Fig. 1: run 1, placement density heat map
Bar = 50 microns. 15 x 16 tiles, from black (low) to pale yellow (high), 0 to 100% covered.
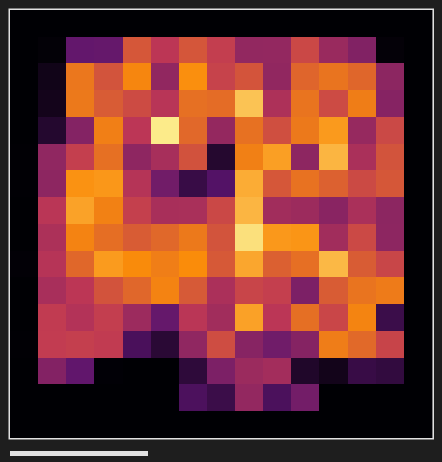
Fig. 2: run 1, M1 wires
Bar = 50 microns.
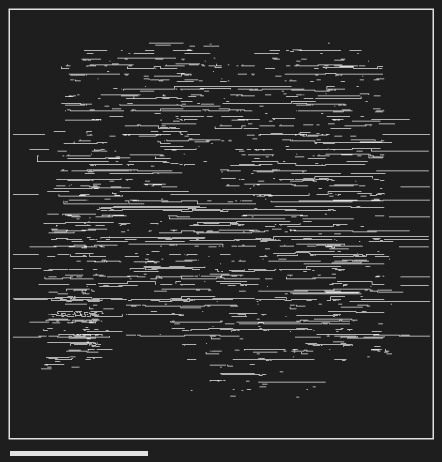
Fig. 3: run 1, M2 wires
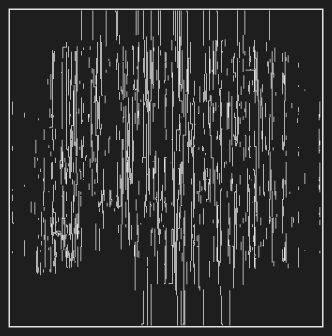
### config.mk
export PLATFORM = sky130hd
export DESIGN_NAME = fp_result_collect
export DESIGN_NICKNAME = d
export VERILOG_FILES = /design/src/rtl/fp_pkg.sv /design/src/rtl/fp_classify.sv /design/src/rtl/fp_result_collect.sv
export SDC_FILE = /design/constraint.sdc
export NUM_CORES = 1
export LEC_CHECK = 0
export CORE_AREA = 10 10 143 145
export DETAILED_ROUTE_END_ITERATION = 6
export DIE_AREA = 0 0 153 155
export GPL_TIMING_DRIVEN = 0
export PLACE_DENSITY_LB_ADDON = 0.15
export SETUP_SLACK_MARGIN = 0.02
export SLEW_MARGIN = 10
export SYNTH_ARGS = -nofsm -noshare
export SYNTH_HDL_FRONTEND = slang
export SYNTH_SLANG_ARGS = --single-unit
### constraint.sdc
create_clock -name CLK -period 2.15 [get_ports CLK]
set_clock_uncertainty 0.2 [all_clocks]
set_input_delay 0.645 -clock CLK [delete_from_list [all_inputs] [get_ports CLK]]
set_output_delay 0.645 -clock CLK [all_outputs]
set_load 0.1 [all_outputs]
### src/rtl/fp_pkg.sv
// Shared IEEE754 single-precision field layout, class encodings and the result
// FIFO entry type. FP_RESULT_CLASSIFY_EN adds a stored class field to each entry.
package fp_pkg;

  localparam int EXP_W = 8;
  localparam int MAN_W = 23;
  localparam int BIAS  = 127;
  localparam int FP_W  = 1 + EXP_W + MAN_W;

  typedef enum logic [2:0] {
    CLS_ZERO      = 3'd0,
    CLS_SUBNORMAL = 3'd1,
    CLS_NORMAL    = 3'd2,
    CLS_INF       = 3'd3,
    CLS_NAN       = 3'd4
  } fp_class_e;

  typedef struct packed {
`ifdef FP_RESULT_CLASSIFY_EN
    logic [2:0]      cls;
`endif
    logic [FP_W-1:0] data;
    logic            ovf;
    logic            unf;
  } fp_entry_t;

endpackage

### src/rtl/fp_classify.sv
// Combinational IEEE754 single-precision classifier; the sign bit does not
// affect the class, so only exponent and mantissa are taken in.
module fp_classify
  import fp_pkg::*;
(
  input  logic [EXP_W+MAN_W-1:0] mag,
  output logic [2:0]             cls
);

  logic [EXP_W-1:0] exp_f;
  logic [MAN_W-1:0] man_f;

  assign exp_f = mag[MAN_W +: EXP_W];
  assign man_f = mag[MAN_W-1:0];

  always_comb begin
    if (exp_f == '0) begin
      cls = (man_f == '0) ? CLS_ZERO : CLS_SUBNORMAL;
    end else if (exp_f == '1) begin
      cls = (man_f == '0) ? CLS_INF : CLS_NAN;
    end else begin
      cls = CLS_NORMAL;
    end
  end

endmodule

### src/rtl/fp_result_collect.sv
// Edge-captures square-stage results into a first-word-fall-through FIFO with
// a saturating drop counter. Optional macro FP_RESULT_CLASSIFY_EN adds out_class.
module fp_result_collect
  import fp_pkg::*;
#(
  parameter int DEPTH = 4
) (
  input  logic                   CLK,
  input  logic                   RST,
  input  logic [31:0]            result,
  input  logic                   overflow,
  input  logic                   underflow,
  input  logic                   enable,
  output logic [31:0]            out_data,
  output logic                   out_ovf,
  output logic                   out_unf,
  output logic                   out_valid,
  input  logic                   out_ready,
  output logic [$clog2(DEPTH):0] count,
  output logic [7:0]             drop_cnt
`ifdef FP_RESULT_CLASSIFY_EN
  ,
  output logic [2:0]             out_class
`endif
);

  localparam int PTR_W = $clog2(DEPTH);
  localparam int CNT_W = PTR_W + 1;

  localparam logic ST_IDLE = 1'b0;
  localparam logic ST_HELD = 1'b1;

  if (DEPTH < 2 || DEPTH > 16 || (DEPTH & (DEPTH - 1)) != 0) begin : g_bad_depth
    $error("DEPTH must be a power of two in 2..16");
  end

  logic             state_q, state_d;
  logic [PTR_W-1:0] wr_ptr_q, wr_ptr_d;
  logic [PTR_W-1:0] rd_ptr_q, rd_ptr_d;
  logic [CNT_W-1:0] count_q, count_d;
  logic [7:0]       drop_q, drop_d;
  fp_entry_t        mem_q [DEPTH];

  fp_entry_t new_entry;
  fp_entry_t head;
  logic      head_valid;
  logic      full;
  logic      push_req;
  logic      push;
  logic      pop;
  logic      drop;

  // One push per enable pulse: only the IDLE->HELD transition captures.
  assign push_req   = (state_q == ST_IDLE) && enable;
  assign head_valid = (count_q != '0);
  assign full       = (count_q == CNT_W'(DEPTH));
  assign pop        = head_valid && out_ready;
  assign push       = push_req && (!full || pop);
  assign drop       = push_req && full && !pop;

`ifdef FP_RESULT_CLASSIFY_EN
  logic [2:0] new_cls;

  fp_classify u_classify (
    .mag (result[EXP_W+MAN_W-1:0]),
    .cls (new_cls)
  );
`endif

  always_comb begin
    // NOTE: every combinational output gets a default first so no latch is inferred.
    new_entry      = '0;
    new_entry.data = result;
    new_entry.ovf  = overflow;
    new_entry.unf  = underflow;
`ifdef FP_RESULT_CLASSIFY_EN
    new_entry.cls  = new_cls;
`endif
  end

  always_comb begin
    state_d = state_q;
    case (state_q)
      ST_IDLE: if (enable)  state_d = ST_HELD;
      ST_HELD: if (!enable) state_d = ST_IDLE;
      default:              state_d = ST_IDLE;
    endcase
  end

  always_comb begin
    wr_ptr_d = wr_ptr_q;
    rd_ptr_d = rd_ptr_q;
    count_d  = count_q;
    drop_d   = drop_q;
    // DEPTH is a power of two, so natural pointer overflow is the modulo wrap.
    if (push) wr_ptr_d = wr_ptr_q + PTR_W'(1);
    if (pop)  rd_ptr_d = rd_ptr_q + PTR_W'(1);
    if (push && !pop)      count_d = count_q + CNT_W'(1);
    else if (pop && !push) count_d = count_q - CNT_W'(1);
    if (drop && drop_q != 8'hFF) drop_d = drop_q + 8'd1;
  end

  always_ff @(posedge CLK or negedge RST) begin
    if (!RST) begin
      state_q  <= ST_IDLE;
      wr_ptr_q <= '0;
      rd_ptr_q <= '0;
      count_q  <= '0;
      drop_q   <= '0;
    end else begin
      // NOTE: state registers use non-blocking assignment so all flops sample the same pre-edge values.
      state_q  <= state_d;
      wr_ptr_q <= wr_ptr_d;
      rd_ptr_q <= rd_ptr_d;
      count_q  <= count_d;
      drop_q   <= drop_d;
    end
  end

  // NOTE: storage is deliberately not reset; clearing the pointers and count already discards it.
  always_ff @(posedge CLK) begin
    if (push) mem_q[wr_ptr_q] <= new_entry;
  end

  assign head      = mem_q[rd_ptr_q];
  assign out_valid = head_valid;
  assign out_data  = head_valid ? head.data : '0;
  assign out_ovf   = head_valid && head.ovf;
  assign out_unf   = head_valid && head.unf;
  assign count     = count_q;
  assign drop_cnt  = drop_q;
`ifdef FP_RESULT_CLASSIFY_EN
  assign out_class = head_valid ? head.cls : 3'd0;
`endif

endmodule

==> reports/metrics.cfg, run 1 <==
[status]
outcome = finished with violations
violations = negative setup slack

[floorplan]
rows = 49
die_y_microns = 155
ios = 84
fp.dieW_microns = 153
dieArea_sq_mm = 0.0237

[sta]
tightest_slew_ns = 0.711
period_needed_ns = 2.82
fmax_ghz = 0.355
final-setup-viol-count = 38
hold_viol = 0
fin_ws_ns = -0.670
slew_headroom_pct = 52.4
slew_violations = 0
rsz0062_at_grt = true
final.period_utilization_pct = 131

[setup_path]
cp-start-kind = register
path_class = register to output port
r2r-start = count[0]
worst_ep_arrival_time_ns = 1.98
r2r_slack_ns = -0.22
worstReg2RegEnd = count[1]
critPathCaptureType = output port
crit_fanout = 8
ff2ff_path_depth = 8
crit_start = count[2]
worstSetupEndpoint = out_data[7]

[clock_network]
hold_buffers = 0
clk_pin_slew_ns = 0.07
htreeDepth = 4
cts_tree = done
clock_latency_ns = 0.42
cts.sinks = 152
clock-root-buffer = clkbuf_16
cts_buffer_depth = 2

[logic_synthesis]
ys_ff = 152
synth_chip_area_sq_mm = 0.00601
ys_seq_share_pct = 74.6
syn_nets = 339
avgSynthCellArea_sq_um = 20.4
synth-edff-count = 136
synthDistinctLibCells = 30
ff_type = edfxtp_1
synth_cells = 294
synth_stat.cells = 294
synthArstFlopShare_pct = 10.5
syn_area_sq_mm = 0.00601
yosysWarnings = 0

[grt]
grtUsageTotal_pct = 11.5
grt_max_degree = 18
antenna_found_initial = 0
grt_pass1_vias = 3431

[min_path]
hold_start = enable
hold_depth = 1
hold_class = input pin to register

[final_layout]
layout-drive-gt1-share_pct = 49.8
nFillCells = 1437
diodes = 0
syn_to_final_growth_pct = 48.5

[placement]
io_buffers = 83
dp_hpwl_microns = 7570
gp_congestion = 0.754

[run]
warnings = 32
cap_viol_max_count = 0

[routing]
final_antenna_net_count = 0
drt_iter0_markers = 132
wire_per_inst_microns = 19.9

About Fig. 1:
nearly empty tiles: 30%
densest ninth of the die: middle
tiles over 75% full: 7.5%
fullest tile: 96%
mean over tiles: 36%
FP Util: 34.0%
final cell utilization of the core: 50.6%

About Fig. 2:
main direction: horizontal
nets with wire on the layer: 440
wire length on this layer: 6030 microns
final wirelength: 13600 microns
met1 Usage GRT: 13.9%
routed vias: 3187

About Fig. 3:
longest straight run: 59.5 microns
share of all routed wire: 49%
nets with wire on the layer: 446

## run 1: state kept, by name, summed over array words and instances, names as in the netlist
signal,count
mem_q,136
drop_cnt,8
count,3
rd_ptr_q,2
wr_ptr_q,2
state_q,1
## run 1: stage by stage
stage | setup WS, ns | TNS (ns) | instance area [sq um] | cells
CTS | -0.701 | -23.77 | 8520 | 656
detailed placement | -1.45 | -160.40 | 7300 | 606
floorplan | -0.358 | -10.61 | 6180 | 294
global route | -0.723 | -24.93 | 8930 | 685
global placement | -1.47 | -161.24 | 7300 | 606
finish | -0.670 | -22.66 | 8930 | 685
## run 1: layout make-up
class | count | area [sq um] | share of cell area, %
Clock buffer | 18 | 429 | 4.81
Inverter | 7 | 26.3 | 0.294
Sequential cell | 152 | 4510 | 50.5
Buffer | 13 | 219 | 2.45
Clock inverter | 14 | 151 | 1.70
Tap cell | 229 | 287 | 3.21
Multi-Input combinational cell | 126 | 1590 | 17.8
Timing Repair Buffer | 126 | 1720 | 19.3
## run 1: cells by family after synthesis
family                   share of synthesized area, %
flip-flops                                       74.6
buffers and inverters                            1.67
XOR/XNOR                                         1.17
adder cells (fa/ha/maj)                          1.58
AND-OR/OR-AND                                    1.14
AND/OR/NAND/NOR                                  6.39
multiplexers                                     13.4
## run 1: cell usage in the layout, fill, tap and decap left out, types with 5 or more instances in the layout
master / instances
edfxtp_1: 136
nor2_1: 6
ha_1: 5
clkbuf_16: 24
clkdlybuf4s50_1: 35
dfrtp_4: 5
buf_4: 35
dfrtp_1: 9
buf_12: 52
and2_4: 42
buf_6: 6
inv_1: 7
xnor2_1: 5
a21oi_1: 5
mux4_2: 34
## run 1: timing repair
item                       in CTS  in global routing
gates resized                 424                  5
setup buffers                  11                 27
pin swaps                      15                 12
gates cloned                    7                  3
setup endpoints to repair     184                167
## run 1: synthesized netlist by cell type, types with 2 or more instances
cell type | count | area (sq um)
a21oi_1 | 5 | 25.0
a41oi_1 | 2 | 17.5
and2_1 | 38 | 238
buf_2 | 2 | 10.0
buf_4 | 4 | 30.0
clkbuf_1 | 6 | 22.5
dfrtp_1 | 16 | 400
edfxtp_1 | 136 | 4080
ha_1 | 6 | 75.1
inv_1 | 7 | 26.3
mux2_2 | 2 | 22.5
mux2i_1 | 2 | 20.0
mux4_2 | 34 | 766
nand2_1 | 3 | 11.3
nand3_1 | 4 | 20.0
nand4_1 | 2 | 12.5
nor2_1 | 6 | 22.5
xnor2_1 | 5 | 43.8
xor2_1 | 3 | 26.3
## run 1: metal layers
metal	routed length (microns)	vias up	global-route usage, %
met1	6030	1623	13.9
met3	721	11	4.27
met5	0	-	0
li1	-	1468	-
met2	6710	85	18.4
met4	142	0	4.09
## run 1: worst max-delay path, stage by stage, from the launching register on
cell and delay (ns):
dfrtp_4 0.47, or3_4 0.41, clkbuf_16 0.19, clkbuf_16 0.16, and2_4 0.16, buf_12 0.16
## Run 2: what changed since run 1
CORE_AREA = 2 2 135 137   (was 10 10 143 145)
DIE_AREA = 0 0 137 139   (was 0 0 153 155)
DONT_BUFFER_PORTS = 1   (was unset)
==> reports/metrics.cfg, run 2 <==
[status]
outcome = finished with violations
violations = negative setup slack

[sta]
tightest_slew_ns = 0.744  ; +0.0323 ns
fin_ws_ns = -0.840  ; -0.169 ns
rsz0062_at_grt = true
fmax_ghz = 0.334  ; -5.7%
slew_violations = 0  ; unchanged
final-setup-viol-count = 174  ; +360%
fin_tns_setup_ns = -45.83  ; -23.18 ns
hold_viol = 0  ; unchanged
period_needed_ns = 2.99  ; +0.169 ns
slew_headroom_pct = 50.3  ; -2.2 points

[logic_synthesis]
yosys.area.top_type = edfxtp_1
synth_chip_area_sq_mm = 0.00601  ; unchanged
synth-edff-count = 136  ; unchanged
synth_stat.cells = 294  ; unchanged
yosysMostFrequentCell = edfxtp_1
synth_cells = 294  ; unchanged
synthArstFlopShare_pct = 10.5  ; unchanged
ys_seq_share_pct = 74.6  ; unchanged
top_cell_area_share_pct = 67.9  ; unchanged
yosysWarnings = 0  ; unchanged
ff_type = edfxtp_1
syn_area_sq_mm = 0.00601  ; unchanged
area_leaders = edfxtp_1 (68%), mux4_2 (13%), dfrtp_1 (6.7%)
ys_ff = 152  ; unchanged
synthDistinctLibCells = 30  ; unchanged
avgSynthCellArea_sq_um = 20.4  ; unchanged
syn_nets = 339  ; unchanged
common_cells = edfxtp_1 (136), and2_1 (38), mux4_2 (34)

[setup_path]
crit_fanout = 6  ; -2
cp-start-kind = register
worstPathCellList = or3_4, clkbuf_16, clkbuf_16, and2_4
crit_top_cell = clkbuf_16
critPathMaxStageDelay_ns = 0.64  ; +0.17 ns
path_buffers = 2  ; -1
ff2ff_path_depth = 11  ; +3
r2r_slack_ns = -0.68  ; -0.46 ns
critPathCaptureType = output port
worst_ep_arrival_time_ns = 2.14  ; +0.16 ns
path_class = register to output port
worstReg2RegEnd = count[2]
r2r-start = count[0]
critPathTopFamily = simple AND/OR/NAND/NOR gates

[floorplan]
ios = 84  ; unchanged
dieArea_sq_mm = 0.0190  ; -20%
fp.dieW_microns = 137  ; -10%
fp_util_pct = 34.0  ; unchanged
rows = 49  ; unchanged
die_y_microns = 139  ; -10%

[routing]
drc = 0
final_antenna_net_count = 0  ; unchanged
drt_iter0_markers = 212  ; +61%

[run]
cap_viol_max_count = 0  ; unchanged
warnings = 32  ; unchanged

[final_layout]
largest_reg_flops = 136  ; unchanged
layout_top_cell = edfxtp_1
final_cell_mix = edfxtp_1 (136), and2_4 (41), mux4_2 (34)
nFillCells = 1554  ; +8.1%
largest_register = mem_q
layout-drive-gt1-share_pct = 48.6  ; -1.2 points
syn_to_final_growth_pct = 28.1
final_cell_area_sq_mm = 0.00770  ; -14%

[min_path]
hold_start = enable
hold_class = input pin to register
hold_depth = 0  ; -1

[grt]
grt-ovfl-total = 0
grt_pass1_wl_microns = 19100
antenna_found_initial = 0  ; unchanged
grt_pass1_vias = 3139  ; -8.5%
grt_max_degree = 17  ; -1

[clock_network]
clock_latency_ns = 0.42  ; about the same
cts_buffer_depth = 2  ; unchanged
clk_pin_slew_ns = 0.06  ; about the same
htreeDepth = 4  ; unchanged
clock-root-buffer = clkbuf_16
cts.sinks = 152  ; unchanged
cts_tree = done

[placement]
place_area_sq_mm = 0.00647  ; -11%
gp_congestion = 0.656  ; -13%
io_buffers = 0  ; -100%
dp_hpwl_microns = 6760  ; -11%

==> run 2: cell counts after synthesis <==
Identical to the previous run, type by type.
==> run 2: routing by layer <==
metal | wire, microns | vias to the layer above | share of wire [%] | track usage [%]
li1 | - | 1286 | - | -
met1 | 4980 | 1498 | 39 | 16.8
met2 | 6540 | 94 | 51 | 23.1
met3 | 1160 | 10 | 9.1 | 6.29
met4 | 146 | 0 | 1.1 | 5.37
met5 | 0 | - | 0 | 0
==> run 2: logic make-up after synthesis <==
family / Yosys count / synth area share [%]
mux: 38 / 13.4
flops: 152 / 74.6
compound gates: 10 / 1.14
xor+xnor: 8 / 1.17
simple gates: 59 / 6.39
fa+ha+maj: 7 / 1.58
buf+inv: 20 / 1.67
==> run 2: how the worst max path moves through the flow <==
stage	from	endpoint	slack (ns)	cells past startpoint
after global routing	count[0]	out_data[22]	-0.89	4
after detailed placement	rd_ptr_q[1]	out_data[19]	-0.54	4
after CTS	count[0]	out_data[2]	-0.87	4
after floorplan	count[2]	out_data[22]	-0.36	4
final	count[0]	out_data[26]	-0.84	4
after global placement	rd_ptr_q[1]	out_data[19]	-0.55	4
==> run 2: repair_timing <==
item / in CTS / in global routing
hold buffers: 1 / 0
setup buffers: 26 / 3
cloned: 8 / 3
pin swaps: 13 / 6
setup endpoints to repair: 179 / 174
resized: 23 / 18
hold endpoints to repair: 16 / 0
==> run 2: worst reg2reg max path: stages, from the launching register on <==
cell and delay (ns):
dfrtp_4 0.64, or3_4 0.44, buf_4 0.15, clkbuf_8 0.14
buf_4 0.15, nand2_4 0.08, ha_4 0.13, inv_1 0.05
fa_1 0.36, xor2_1 0.15, nor2_1 0.11, xor2_1 0.15
==> run 2: layout make-up <==
type / instances / area (sq um) / area share, %
buffer: 12 / 126 / 1.64
inverter: 7 / 26.3 / 0.341
clock buffer: 18 / 429 / 5.57
sequential: 152 / 4510 / 58.6
timing repair buffer: 35 / 561 / 7.28
tap: 229 / 287 / 3.72
clock inverter: 14 / 131 / 1.71
multi-input combinational: 126 / 1630 / 21.2
==> run 2: stage by stage <==
step	util (%)	hold WS, ns	setup WS (ns)	cells
global route	43.6	0.0268	-0.893	593
finish	43.6	0.0569	-0.840	593
detailed placement	36.6	0.150	-0.536	523
floorplan	-	0.149	-0.358	294
CTS	42.9	0.0338	-0.869	590
global placement	36.6	0.150	-0.549	523
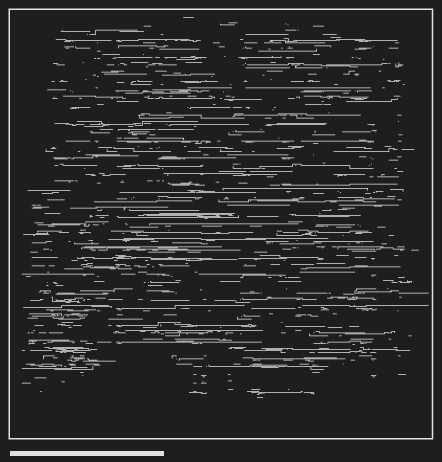
Fig. 4. M1 wires (run 2).
Bar = 50 microns.
wire length on this layer: 4980 microns
main direction: horizontal
longest straight run: 48.3 microns
share of all routed wire: 39%
final wirelength: 12800 microns
met1 Usage GRT: 16.8%
routed vias: 2888

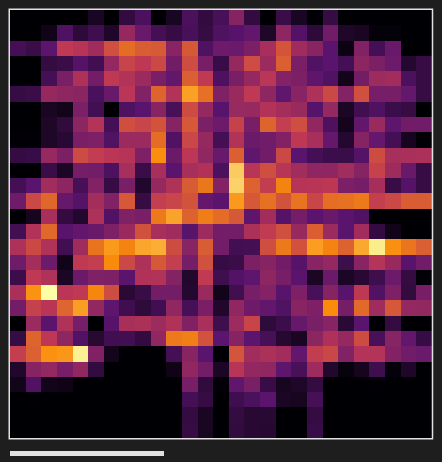
Fig. 5. Wire density map (run 2).
Bar = 50 microns. 27 x 28 tiles, from black (low) to pale yellow (high), scaled to the fullest tile. Values are wire area over tile area, all layers added.
tiles over half the peak: 18%
fullest tile: 0.38
mean over tiles: 0.11
nearly empty tiles: 18%
densest ninth of the die: middle
wire per inst: 21.6 microns
gr usage total: 14.3%

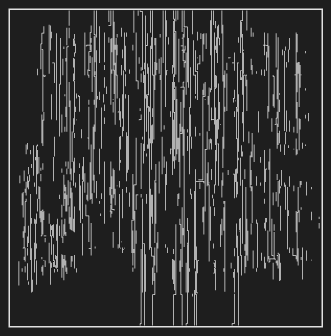
Fig. 6. M2 wires (run 2).
share of all routed wire: 51%
longest straight run: 51.7 microns
wire length on this layer: 6540 microns

